==> src/rtl/vedic_pkg.sv <==
// Shared definitions for the sequential Vedic multiplier: FSM encoding and tile geometry.
package vedic_pkg;

   typedef enum logic [1:0] {
      ST_IDLE = 2'd0,
      ST_RUN  = 2'd1,
      ST_DONE = 2'd2
   } state_t;

   localparam int TILE_W   = 2;
   localparam int TILE_P_W = 4;

endpackage

==> src/rtl/vedic_mul_seq_ctrl_if.sv <==
// Operand/result handshake bundle for vedic_mul_seq_ctrl.
interface vedic_mul_seq_ctrl_if #(
   parameter int WIDTH = 4
);
   logic                 in_valid;
   logic                 in_ready;
   logic [WIDTH-1:0]     a;
   logic [WIDTH-1:0]     b;
   logic                 out_valid;
   logic                 out_ready;
   logic [2*WIDTH-1:0]   product;
   logic                 busy;

   modport master (
      output in_valid, a, b, out_ready,
      input  in_ready, out_valid, product, busy
   );

   modport slave (
      input  in_valid, a, b, out_ready,
      output in_ready, out_valid, product, busy
   );
endinterface

==> src/rtl/vedic_tile2x2.sv <==
// Combinational 2x2 Vedic (Urdhva Tiryagbhyam) tile built from two half adders.
module vedic_tile2x2
   import vedic_pkg::*;
(
   input  logic [TILE_W-1:0]   x,
   input  logic [TILE_W-1:0]   y,
   output logic [TILE_P_W-1:0] p
);
   logic cross_hi;
   logic cross_lo;
   logic vert_hi;
   logic s1;
   logic c1;
   logic s2;
   logic c2;

   assign cross_hi = x[1] & y[0];
   assign cross_lo = x[0] & y[1];
   assign vert_hi  = x[1] & y[1];

   // First half adder sums the crosswise terms, second folds its carry into the top term.
   assign s1 = cross_hi ^ cross_lo;
   assign c1 = cross_hi & cross_lo;
   assign s2 = vert_hi ^ c1;
   assign c2 = vert_hi & c1;

   assign p = {c2, s2, s1, x[0] & y[0]};
endmodule

==> src/rtl/vedic_mul_seq_ctrl.sv <==
// Sequential WIDTH x WIDTH multiplier time-sharing one 2x2 Vedic tile.
// Optional VEDIC_SEQ_ZERO_SKIP_EN: a zero operand finishes after one cycle without tile passes.
module vedic_mul_seq_ctrl
   import vedic_pkg::*;
#(
   parameter int WIDTH = 4
)(
   input  logic                  clk,
   input  logic                  rst,
   vedic_mul_seq_ctrl_if.slave   bus
);
   localparam int HALF  = WIDTH / 2;
   localparam int IDX_W = (HALF > 1) ? $clog2(HALF) : 1;
   localparam int PW    = 2 * WIDTH;
   localparam logic [IDX_W-1:0] LAST = IDX_W'(HALF - 1);

   state_t               state_q;
   state_t               state_d;
   logic [IDX_W-1:0]     i_q;
   logic [IDX_W-1:0]     j_q;
   logic [WIDTH-1:0]     a_lat;
   logic [WIDTH-1:0]     b_lat;
   logic [PW-1:0]        acc_q;
   logic [TILE_P_W-1:0]  tile_p;
   logic [PW-1:0]        term;
   logic                 accept;
   logic                 in_ready;
   logic                 out_valid;
   logic                 busy;
   logic                 skip;
`ifdef VEDIC_SEQ_ZERO_SKIP_EN
   logic                 zero_q;
`endif

   vedic_tile2x2 u_tile (
      .x (a_lat[2*i_q +: TILE_W]),
      .y (b_lat[2*j_q +: TILE_W]),
      .p (tile_p)
   );

   assign term = PW'(tile_p) << (2 * (int'(i_q) + int'(j_q)));

`ifdef VEDIC_SEQ_ZERO_SKIP_EN
   assign skip = zero_q;
`else
   assign skip = 1'b0;
`endif

   always_comb begin
      state_d   = state_q;
      in_ready  = 1'b0;
      out_valid = 1'b0;
      busy      = 1'b0;
      accept    = 1'b0;
      case (state_q)
         ST_IDLE: begin
            in_ready = 1'b1;
            if (bus.in_valid) begin
               accept  = 1'b1;
               state_d = ST_RUN;
            end
         end
         ST_RUN: begin
            busy = 1'b1;
            if (skip || (i_q == LAST && j_q == LAST)) state_d = ST_DONE;
         end
         ST_DONE: begin
            busy      = 1'b1;
            out_valid = 1'b1;
            if (bus.out_ready) state_d = ST_IDLE;
         end
         default: state_d = ST_IDLE;
      endcase
   end

   always_ff @(posedge clk) begin
      if (rst) begin
         state_q <= ST_IDLE;
         i_q     <= '0;
         j_q     <= '0;
         acc_q   <= '0;
      end else begin
         state_q <= state_d;
         if (accept) begin
            i_q   <= '0;
            j_q   <= '0;
            acc_q <= '0;
         end else if (state_q == ST_RUN && !skip) begin
            // Slice pairs walk j fastest; the add can never carry out of 2*WIDTH bits.
            acc_q <= acc_q + term;
            if (j_q == LAST) begin
               j_q <= '0;
               i_q <= i_q + IDX_W'(1);
            end else begin
               j_q <= j_q + IDX_W'(1);
            end
         end
      end
   end

   // Operand latches only matter from the accept edge onward, so they carry no reset.
   always_ff @(posedge clk) begin
      if (accept) begin
         a_lat <= bus.a;
         b_lat <= bus.b;
      end
   end

`ifdef VEDIC_SEQ_ZERO_SKIP_EN
   always_ff @(posedge clk) begin
      if (rst)         zero_q <= 1'b0;
      else if (accept) zero_q <= (bus.a == '0) || (bus.b == '0);
   end
`endif

   assign bus.in_ready  = in_ready;
   assign bus.out_valid = out_valid;
   assign bus.busy      = busy;
   assign bus.product   = acc_q;
endmodule

==> src/flat_wrapper.sv <==
// flat-port wrapper written by rule: the top's interface ports become plain ports
module vedic_mul_seq_ctrl_flat import vedic_pkg::*;
#(
   parameter int WIDTH = 4
)
  (clk, rst, bus_in_valid, bus_a, bus_b, bus_out_ready, bus_in_ready, bus_out_valid, bus_product, bus_busy);
  vedic_mul_seq_ctrl_if #(.WIDTH(WIDTH)) bus_i ();
  input  logic clk;
  input  logic rst;
  input wire logic [$bits(bus_i.in_valid)-1:0] bus_in_valid;
  input wire logic [$bits(bus_i.a)-1:0] bus_a;
  input wire logic [$bits(bus_i.b)-1:0] bus_b;
  input wire logic [$bits(bus_i.out_ready)-1:0] bus_out_ready;
  output wire logic [$bits(bus_i.in_ready)-1:0] bus_in_ready;
  output wire logic [$bits(bus_i.out_valid)-1:0] bus_out_valid;
  output wire logic [$bits(bus_i.product)-1:0] bus_product;
  output wire logic [$bits(bus_i.busy)-1:0] bus_busy;
  assign bus_i.in_valid = bus_in_valid;
  assign bus_i.a = bus_a;
  assign bus_i.b = bus_b;
  assign bus_i.out_ready = bus_out_ready;
  assign bus_in_ready = bus_i.in_ready;
  assign bus_out_valid = bus_i.out_valid;
  assign bus_product = bus_i.product;
  assign bus_busy = bus_i.busy;
  vedic_mul_seq_ctrl #(.WIDTH(WIDTH)) u_core (.clk(clk), .rst(rst), .bus(bus_i));
endmodule
==> config.mk <==
export PLATFORM = sky130hd
export DESIGN_NAME = vedic_mul_seq_ctrl_flat
export DESIGN_NICKNAME = d
export VERILOG_FILES = /design/src/rtl/vedic_pkg.sv /design/src/rtl/vedic_mul_seq_ctrl_if.sv /design/src/rtl/vedic_tile2x2.sv /design/src/rtl/vedic_mul_seq_ctrl.sv /design/src/flat_wrapper.sv
export SDC_FILE = /design/constraint.sdc
export NUM_CORES = 1
export LEC_CHECK = 0
export ABC_CLOCK_PERIOD_IN_PS = 3800
export CAP_MARGIN = 20
export CORE_MARGIN = 2
export CORE_UTILIZATION = 45
export DETAILED_ROUTE_END_ITERATION = 8
export PLACE_DENSITY = 0.69
export SETUP_SLACK_MARGIN = 0.3
export SLEW_MARGIN = 20
export SYNTH_ARGS = -nofsm -noshare
export SYNTH_HDL_FRONTEND = slang
export SYNTH_SLANG_ARGS = --single-unit
export TNS_END_PERCENT = 10
==> constraint.sdc <==
create_clock -name clk -period 3.8 [get_ports clk]
set_input_delay 0.57 -clock clk [delete_from_list [all_inputs] [get_ports clk]]
set_output_delay 0.57 -clock clk [all_outputs]
set_load 0.05 [all_outputs]
Figure 1. Cell area per tile (run 1).
The die is cut into 11 by 11 equal tiles; dark blue is low, red is high, 0 to 100% covered.
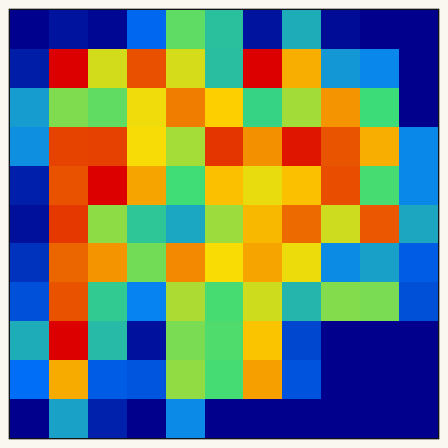
The densest ninth of the die: center. 27% of the tiles are over 75% full. The emptiest ninth of the die: south-east. 17% of the tiles are nearly empty. The fullest tile reaches 100%. The mean over all tiles is 46%.

Figure 2. Gate families picked out (run 1).
Bar = 20 um.
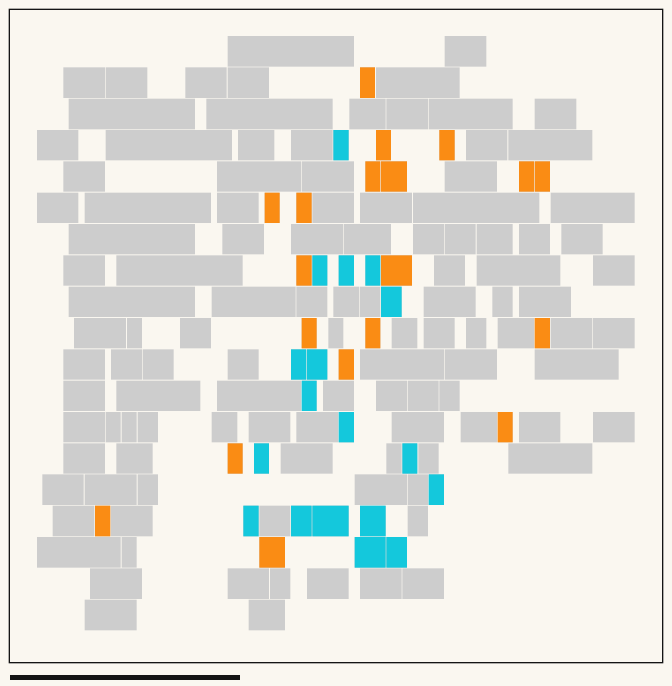
Key: nor cells = orange [cells 19, most used nor2_1]; nand cells = cyan [cells 18, most used nand2_1]

==> results.sh, run 1 <==
# physical design summary
export IMPL_hold_viol_final=0
export IMPL_wl_mm=2.39
export IMPL_cts_root_buf="clkbuf_4"
export IMPL_cp_num_buf_inv=0
export IMPL_io_pins=23
export IMPL_postCtsHoldBufs=0
export IMPL_grt_pass1_vias=915
export IMPL_final_cell_mix="clkdlybuf4s50_1 (22), nor2_1 (16), ha_1 (14)"
export IMPL_cts_setup_buffers=0
export IMPL_io_buffer_count=22
export IMPL_post_synth_ao_oa_area_fraction_pct=9.94
export IMPL_dpl_hpwl_mm=1.87
export IMPL_ys_sh_adder_pct=15.7
export IMPL_maxCapViolCount=0
export IMPL_reg2regPathDepth=12
export IMPL_numCtsBuffers=3
export IMPL_ys_flops=20
export IMPL_skew_ns=0.00306
export IMPL_fin_ws_ns=0.607
export IMPL_rsz0062_at_grt="no"
export IMPL_r2r_start="u_core.j_q"
export IMPL_p_leak_nw=0.612
export IMPL_hp_start="u_core.bus.product[7]"
export IMPL_fin_tns_setup_ns=0
export IMPL_worstPathCellList="mux2i_1 -> nor2_1 -> ha_1 -> ha_1 -> mux2i_1 -> nor2_1 -> ha_1 -> a21o_1 -> a21oi_1 -> o21ai_0 -> or4_1 -> nand3_1"
export IMPL_max_freq_mhz=313
export IMPL_diodes=0
export IMPL_yosys_area_um2=1250
export IMPL_ys_sh_mux_pct=10.5
export IMPL_drcViolationCount=0
export IMPL_antenna_left=0
export IMPL_status="complete, no violations"
export IMPL_clock_sinks=20
export IMPL_layout_top_cell="clkdlybuf4s50_1"
export IMPL_ys_seq_share_pct=38.6
export IMPL_critPathMaxFanout=5
export IMPL_cp_slowest_stage_delay_ns=0.48
export IMPL_htreeDepth=1
export IMPL_place_congestion=0.819
export IMPL_cp_data_arrival_time_ns=3.44
export IMPL_syn_cell_area_um2=1250
export IMPL_required_ns=4.05
export IMPL_chipArea_um2=3210
export IMPL_syn_inst=128
export IMPL_fp_util_pct=46.4
export IMPL_vias=976
export IMPL_cp_depth=12
export IMPL_tritoncts="built"
export IMPL_warning_count=29
export IMPL_final_period_utilization_pct=84.0
export IMPL_synthArstFlopShare_pct=0
export IMPL_rows=19
export IMPL_yosys_cells=128
Figure 3. Congestion heat map (run 1).
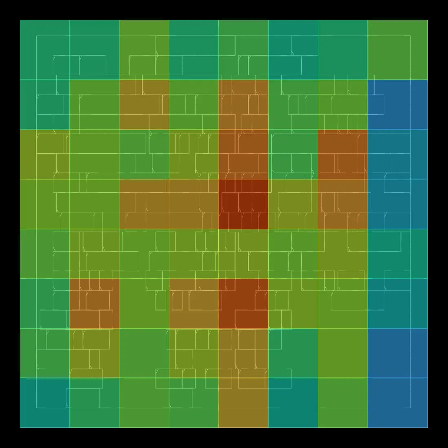
met2 Resource Use GR: 29.1%
met1 global-route usage: 18.0%
drt wl/cell: 13.3 um
grt peak-use layer: met2

## run 1: cell type report
class	instances	area, um^2
repair buffers	22	220
flip-flops and latches	20	480
clock buffers	3	22.5
clock inverters	1	30.0
fillers	251	1160
multi-input cells	97	713
inverters	6	22.5
well taps	31	38.8
## run 1: through the flow
stage	cell area, um^2	hold WS, ns	utilization, %	instances
2_1_floorplan	1250	0.490	-	128
3_3_place_gp	1480	0.469	54.9	176
3_5_place_dp	1480	0.494	54.9	176
4_1_cts	1530	0.516	56.9	180
5_1_grt	1530	0.555	56.9	180
6_report	1530	0.506	56.9	180
## run 1: routing by layer
metal / share of wire (%) / track usage, % / up-vias
li1: - / - / 492
met1: 46 / 18.0 / 462
met2: 50 / 29.1 / 20
met3: 3.4 / 4.15 / 2
met4: 0.71 / 4.08 / 0
met5: 0 / 0 / -
## run 1: worst min-delay path: stages, from the launching register on
cell	delay [ns]
dfxtp_1	0.35
nand2_1	0.06
mux2i_1	0.06
## run 1: synth_stat cells (all sizes together) (2+ instances only)
cell	instances	area, um^2
buf	4	26.3
nor2	16	60.1
nand2	11	41.3
a211oi	4	30.0
dfxtp	12	240
o21ai	5	25.0
a21oi	5	25.0
ha	14	175
a21o	2	15.0
and2	2	15.0
mux2i	12	120
inv	6	22.5
nand3	4	20.0
edfxtp	8	240
xnor2	4	35.0
## run 1: cell families (layout without fill, tap and decap cells)
family | Yosys count | after routing
muxes | 13 | 13
adders and majority gates | 15 | 15
AOI/OAI and AO/OA | 20 | 20
DFF | 20 | 20
buffers and inverters | 11 | 32
xor gates and xnor gates | 5 | 5
and+or+nand+nor | 44 | 44
## run 1: report_power, final
part	internal [mW]	switching, mW	leakage (nW)
logic	0.0816	0.121	0.410
registers	0.243	0.0112	0.174
clock network	0.107	0.0682	0.0279
Figure 4. Metal layers overlaid (run 1).
Bar = 20 um.
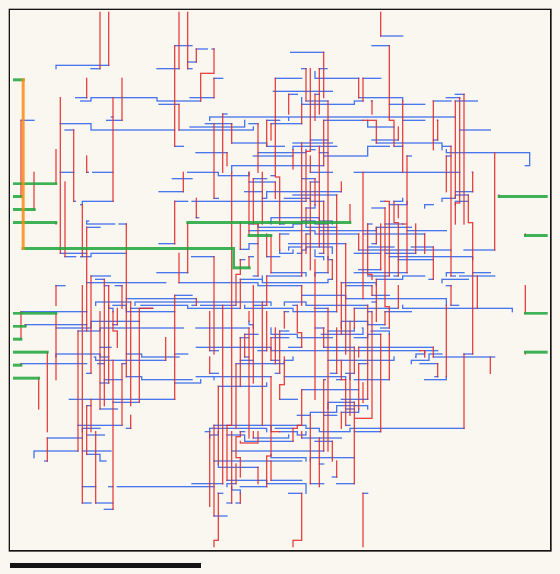

==> run 2: changes to the inputs <==
- ABC_CLOCK_PERIOD_IN_PS: 3800 -> 3250
- clock period: 3.8 -> 3.25 ns (I/O delays scaled with it)
Figure 5. Metal layers overlaid (run 2).
Bar = 20 um.
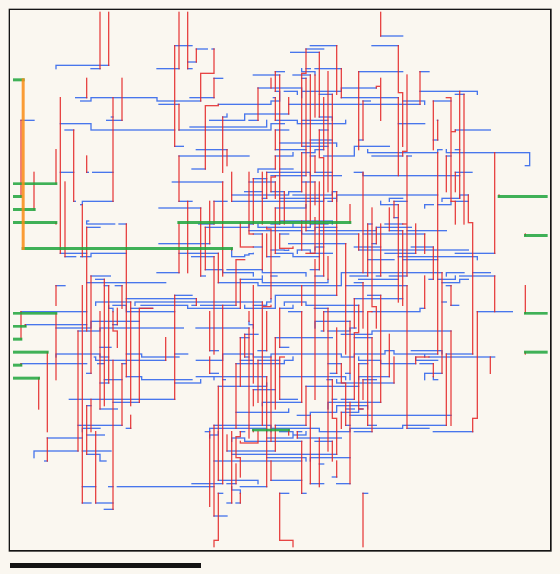
Key: M1 = blue [wire length 1180 um]; M3 = green [wire length 80.2 um]; M4 = orange [wire length 17.7 um]; M2 = red [wire length 1340 um]

Figure 6. Cell area per tile (run 2).
The die is cut into 11 by 11 equal tiles; dark blue is low, red is high, 0 to 100% covered.
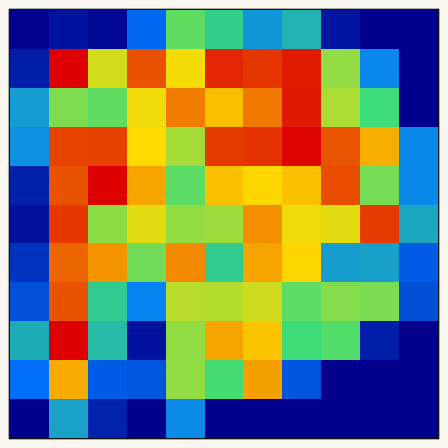
The fullest tile reaches 100%. The mean over all tiles is 50%. The emptiest ninth of the die: south-east. 15% of the tiles are nearly empty. 31% of the tiles are over 75% full.

Figure 7. Clock distribution (run 2).
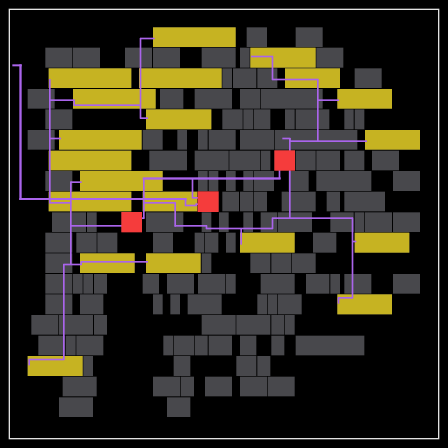
Key: clock-net drivers = red [count 3]; flip-flops = yellow [count 20]; clock wires = purple [length 265 um]
There are 4 routed clock nets.

==> run 2 against run 1 <==
  * Die size unchanged
  * Routed wire length grew 9.4%
  * Synthesized cell count is the same
  * Total power grew 22%
==> results.sh, run 2 <==
# physical design summary
export IMPL_clock_sinks=20
export IMPL_vias=1023
export IMPL_worstSkewPairLatency_ns=0.30
export IMPL_hold_viol_final=0
export IMPL_ys_flops=20
export IMPL_yosys_area_um2=1250
export IMPL_antenna_left=0
export IMPL_ys_sh_adder_pct=15.7
export IMPL_final_period_utilization_pct=89.2
export IMPL_seqPwrFrac_pct=38.9
export IMPL_fin_tns_setup_ns=0
export IMPL_tritoncts="built"
export IMPL_num_fill_cells=239
export IMPL_status="complete, no violations"
export IMPL_syn_inst=128
export IMPL_power_internal_mw=0.524
export IMPL_cp_num_buf_inv=0
export IMPL_power_leader="sequential cells"
export IMPL_synth_top_cell_by_area="dfxtp_1"
export IMPL_fp_util_pct=46.4
export IMPL_warning_count=31
export IMPL_track_usage_pct=16.6
export IMPL_chipArea_um2=3210
export IMPL_diodes=0
export IMPL_maxCapViolCount=0
export IMPL_fin_ws_ns=0.350
export IMPL_rsz0062_at_grt="yes"
export IMPL_pg_comb_mw=0.266
export IMPL_yosysMostFrequentCell="nor2_1"
export IMPL_whs_ns=0.509
export IMPL_yosys_top_cells_area="dfxtp_1 (19%), edfxtp_1 (19%), ha_1 (14%)"
export IMPL_io_buffer_count=22
export IMPL_pwr_share_clk_pct=26.6
export IMPL_p_switching_mw=0.249
export IMPL_skew_ns=0.000839
export IMPL_critPathMaxFanout=4
export IMPL_wire_per_inst_um=14.1
export IMPL_dpl_hpwl_mm=1.87
export IMPL_powerClk_mw=0.206
export IMPL_seq_power_mw=0.301
export IMPL_ys_sh_mux_pct=10.5
export IMPL_sw_frac_of_total_pct=32.2
export IMPL_required_ns=3.50
export IMPL_netlist_top_cells_count="nor2_1 (16), ha_1 (14), dfxtp_1 (12), mux2i_1 (12), nand2_1 (11)"
export IMPL_rows=19
export IMPL_layout_top_cell="clkdlybuf4s50_1"
export IMPL_max_freq_mhz=345
export IMPL_cp_data_arrival_time_ns=3.15
export IMPL_postCtsHoldBufs=0
export IMPL_io_pins=23
export IMPL_yosys_cells=128
export IMPL_p_leak_nw=0.646
export IMPL_post_synth_ao_oa_area_fraction_pct=9.94
export IMPL_syn_cell_area_um2=1250
export IMPL_synthArstFlopShare_pct=0
export IMPL_synth_top_area_share_pct=19.3
export IMPL_cts_setup_buffers=1
export IMPL_wl_mm=2.61
export IMPL_drcViolationCount=0
export IMPL_final_cell_mix="clkdlybuf4s50_1 (22), nor2_1 (16), ha_1 (12)"
export IMPL_final_util_pct=60.8
export IMPL_numCtsBuffers=3
export IMPL_htreeDepth=1
export IMPL_grt_pass1_vias=971
run 2: cell counts after synthesis:
Identical to the previous run, type by type.
run 2: final timing paths:
check | startpoint | end | depth (start not counted)
setup / recovery | u_core.i_q | u_core.bus.product[6] | 12
setup reg to reg | u_core.i_q | u_core.bus.product[6] | 12
hold reg to reg | u_core.bus.product[7] | u_core.bus.product[7] | 2
hold / removal | u_core.bus.product[7] | u_core.bus.product[7] | 2
run 2: layout make-up:
cell class	instances	area, um^2	area share [%]
multi-input combinational	97	773	47.4
sequential	20	488	29.9
timing repair buffer	27	258	15.8
tap	31	38.8	2.38
clock inverter	1	30.0	1.84
clock buffer	3	22.5	1.38
inverter	6	22.5	1.38
run 2: through the flow:
| stage | instances | instance area, um^2 |
|---|---|---|
| 2_1_floorplan | 128 | 1250 |
| 3_3_place_gp | 176 | 1480 |
| 3_5_place_dp | 176 | 1480 |
| 4_1_cts | 181 | 1570 |
| 5_1_grt | 185 | 1630 |
| 6_report | 185 | 1630 |
run 2: per-layer routing:
metal / GRT usage (%) / wire, um / vias up
li1: - / - / 504
met1: 18.8 / 1180 / 497
met2: 30.6 / 1330 / 20
met3: 4.15 / 80 / 2
met4: 4.76 / 17 / 0
met5: 0 / 0 / -
run 2: worst reg2reg max path, stage by stage (launching register included):
cell and delay, ns:
dfxtp_4 0.41, mux2i_4 0.25, nor2_1 0.08, ha_1 0.19
ha_1 0.29, mux2i_1 0.21, nor2_1 0.10, ha_2 0.33
a21o_1 0.18, a21oi_2 0.17, o21ai_2 0.08, or4_1 0.46
nand3_1 0.09
run 2: kinds of logic after synthesis:
group,after synthesis
adders and majority gates,15
and+or+nand+nor,44
buffers and inverters,11
AOI/OAI and AO/OA,20
DFF,20
muxes,13
xor gates and xnor gates,5
Figure 8. Gate families picked out (run 2).
Bar = 20 um.
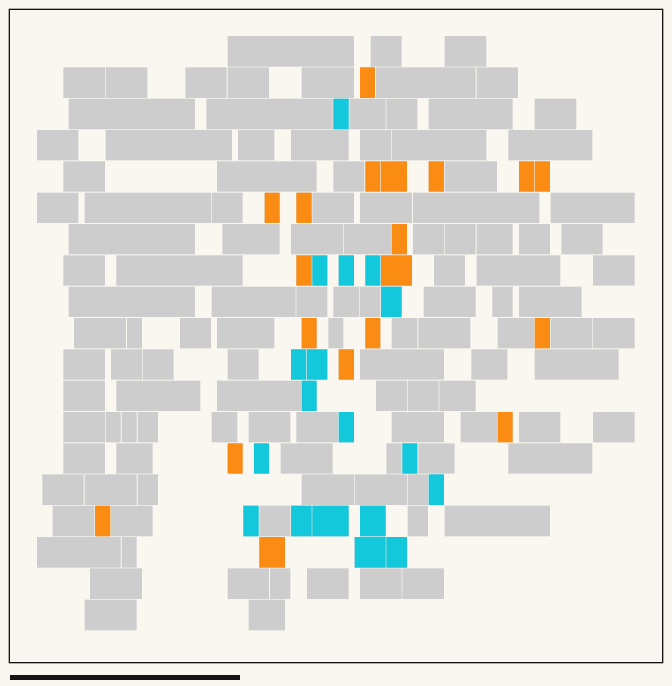

==> run 3: changes to the inputs <==
- PLACE_DENSITY: 0.69 -> 0.7
Figure 9. Gate families picked out (run 3).
Bar = 20 um.
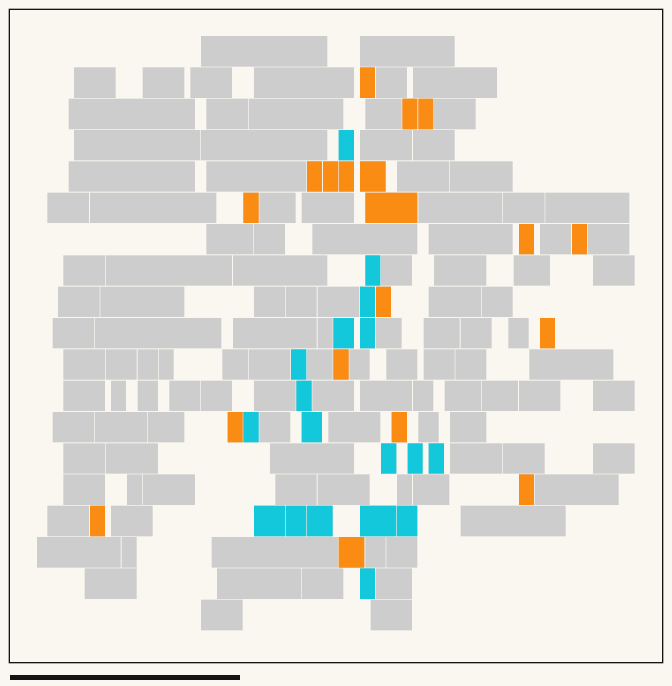
Key: nor cells = orange [cells 19, most used nor2_1]; nand cells = cyan [cells 18, most used nand2_1]

Figure 10. Cell area per tile (run 3).
The die is cut into 11 by 11 equal tiles; dark blue is low, red is high, 0 to 100% covered.
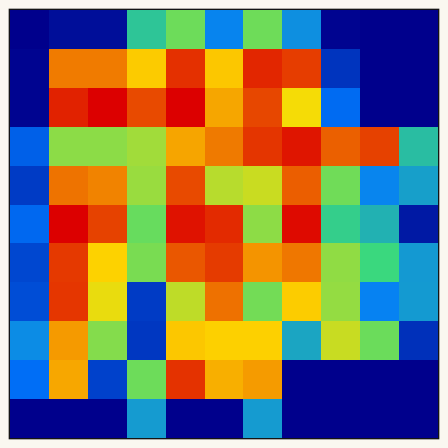
37% of the tiles are over 75% full. The emptiest ninth of the die: south-east. The fullest tile reaches 100%.

==> run 3 against run 2 <==
  * Register-to-register slack improved by 0.07 ns
  * Via count decreased by 4.8%
  * First-iteration DRC count down 35%
  * Synthesized cell count unchanged
  * Routed wire length decreased by 7.8%
  * Critical path type unchanged
  * Critical endpoint unchanged
  * Largest cell class unchanged
==> results.sh, run 3 <==
# physical design summary
export IMPL_status="complete, no violations"
export IMPL_final_period_utilization_pct=87.0
export IMPL_num_fill_cells=216
export IMPL_seqPwrFrac_pct=38.7
export IMPL_yosys_cells=128
export IMPL_clockBufferDepth=2
export IMPL_antenna_left=0
export IMPL_ys_seq_share_pct=38.6
export IMPL_whs_ns=0.505
export IMPL_seq_power_mw=0.304
export IMPL_dpl_hpwl_mm=1.72
export IMPL_netlist_top_cells_count="nor2_1 (16), ha_1 (14), dfxtp_1 (12), mux2i_1 (12), nand2_1 (11)"
export IMPL_p_leak_nw=0.640
export IMPL_finalMaxSlewViolations=0
export IMPL_warning_count=31
export IMPL_cp_data_arrival_time_ns=3.08
export IMPL_chipArea_um2=3210
export IMPL_hold_viol_final=0
export IMPL_fin_tns_setup_ns=0
export IMPL_syn_inst=128
export IMPL_place_inst=176
export IMPL_required_ns=3.50
export IMPL_diodes=0
export IMPL_numCtsBuffers=3
export IMPL_fin_ws_ns=0.423
export IMPL_sw_frac_of_total_pct=32.2
export IMPL_ys_flops=20
export IMPL_syn_cell_area_um2=1250
export IMPL_gr_usage_met3_pct=2.07
export IMPL_fp_util_pct=46.4
export IMPL_htreeDepth=1
export IMPL_critPathMaxFanout=4
export IMPL_wl_mm=2.41
export IMPL_clock_sinks=20
export IMPL_synth_top_area_share_pct=19.3
export IMPL_rsz0062_at_grt="yes"
export IMPL_power_internal_mw=0.533
export IMPL_place_congestion=0.823
export IMPL_grt_met2_usage_pct=25.1
export IMPL_tritoncts="built"
export IMPL_core_um2=2690
export IMPL_fin_cells=184
export IMPL_rows=19
export IMPL_p_switching_mw=0.253
export IMPL_pwr_share_clk_pct=26.4
export IMPL_pg_comb_mw=0.274
export IMPL_final_cell_mix="clkdlybuf4s50_1 (22), nor2_1 (16), nand2_1 (11), ha_1 (11), dfxtp_1 (10)"
export IMPL_grt_pass1_vias=878
export IMPL_worstSkewPairLatency_ns=0.30
export IMPL_place_area_um2=1480
export IMPL_vias=974
export IMPL_io_buffer_count=22
export IMPL_yosys_area_um2=1250
export IMPL_ff_type="dfxtp_1"
export IMPL_power_leader="sequential cells"
export IMPL_combGateArea_um2=805
export IMPL_max_freq_mhz=354
export IMPL_final_util_pct=61.7
export IMPL_drcViolationCount=0
export IMPL_track_usage_pct=14.2
export IMPL_io_pins=23
export IMPL_powerClk_mw=0.208
export IMPL_use_met1_pct=17.4
export IMPL_edf_count=8
export IMPL_ff_latch_area_um2=488
export IMPL_maxCapViolCount=0
export IMPL_synth_top_cell_by_area="dfxtp_1"
export IMPL_postCtsHoldBufs=0
export IMPL_top_usage_layer="met2"
export IMPL_skew_ns=0.000690
export IMPL_synthArstFlopShare_pct=0
export IMPL_power_frac_comb_pct=34.8
export IMPL_layout_top_cell="clkdlybuf4s50_1"
export IMPL_finalInstanceArea_um2=1660
export IMPL_yosys_top_cells_area="dfxtp_1 (19%), edfxtp_1 (19%), ha_1 (14%)"
export IMPL_cts_root_buf="clkbuf_4"
export IMPL_yosysMostFrequentCell="nor2_1"
export IMPL_wire_per_inst_um=13.1
Figure 11. Metal layers overlaid (run 3).
Bar = 20 um.
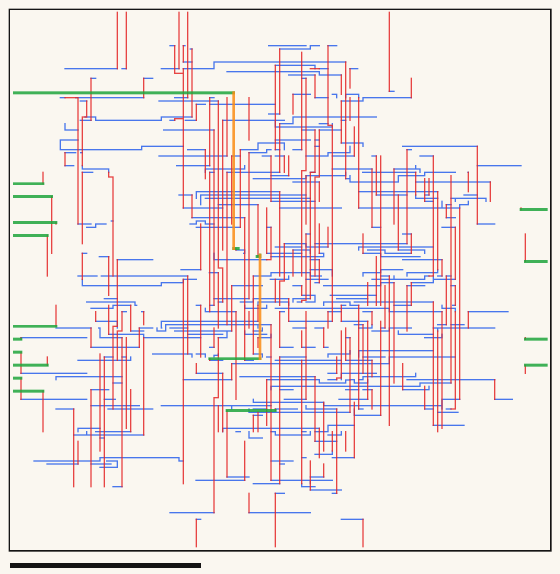
Key: M1 = blue [wire length 1120 um]; M4 = orange [wire length 27.2 um]; M3 = green [wire length 70.7 um]; M2 = red [wire length 1190 um]

run 3: cell counts after synthesis:
Identical to the previous run, type by type.
run 3: kinds of logic after synthesis:
logic type      Yosys count  share of synthesized area [%]
compound gates           20                           9.94
xor+xnor                  5                           3.51
fa+ha+maj                15                           15.7
buf+inv                  11                           4.22
flops                    20                           38.6
mux                      13                           10.5
simple gates             44                           17.6
run 3: what timing repair did:
item / in CTS / in global routing
cloned: 0 / 0
setup endpoints to repair: 3 / 3
gates resized: 8 / 13
setup buffers: 0 / 4
pin swaps: 0 / 6
run 3: final timing paths:
path                          from               endpoint  slack [ns]  depth (start not counted)
max                     u_core.j_q  u_core.bus.product[6]        0.42                         12
min          u_core.bus.product[7]  u_core.bus.product[7]        0.50                          2
max reg2reg             u_core.j_q  u_core.bus.product[6]        0.42                         12
min reg2reg  u_core.bus.product[7]  u_core.bus.product[7]        0.50                          2
run 3: routing by layer:
| metal | vias to the layer above | part of all wire (%) |
|---|---|---|
| li1 | 507 | - |
| met1 | 444 | 46 |
| met2 | 19 | 50 |
| met3 | 4 | 2.9 |
| met4 | 0 | 1.1 |
| met5 | - | 0 |
run 3: critical path, stage by stage (launching register included):
cell and delay [ns]:
dfxtp_4 0.42, mux2i_4 0.26, nor2_1 0.07, ha_1 0.23, ha_4 0.27, mux2i_1 0.07, nor2_1 0.17, ha_2 0.32
a21o_1 0.17, a21oi_2 0.18, o21ai_2 0.07, or4_1 0.46, nand3_1 0.09
run 3: layout make-up:
| class | instances | share of cell area [%] |
|---|---|---|
| Tap cell | 31 | 2.34 |
| Timing Repair Buffer | 26 | 15.1 |
| Clock buffer | 3 | 1.36 |
| Clock inverter | 1 | 1.81 |
| Sequential cell | 20 | 29.5 |
| Inverter | 6 | 1.36 |
| Multi-Input combinational cell | 97 | 48.6 |
Power is estimated from default activity; no workload was simulated.
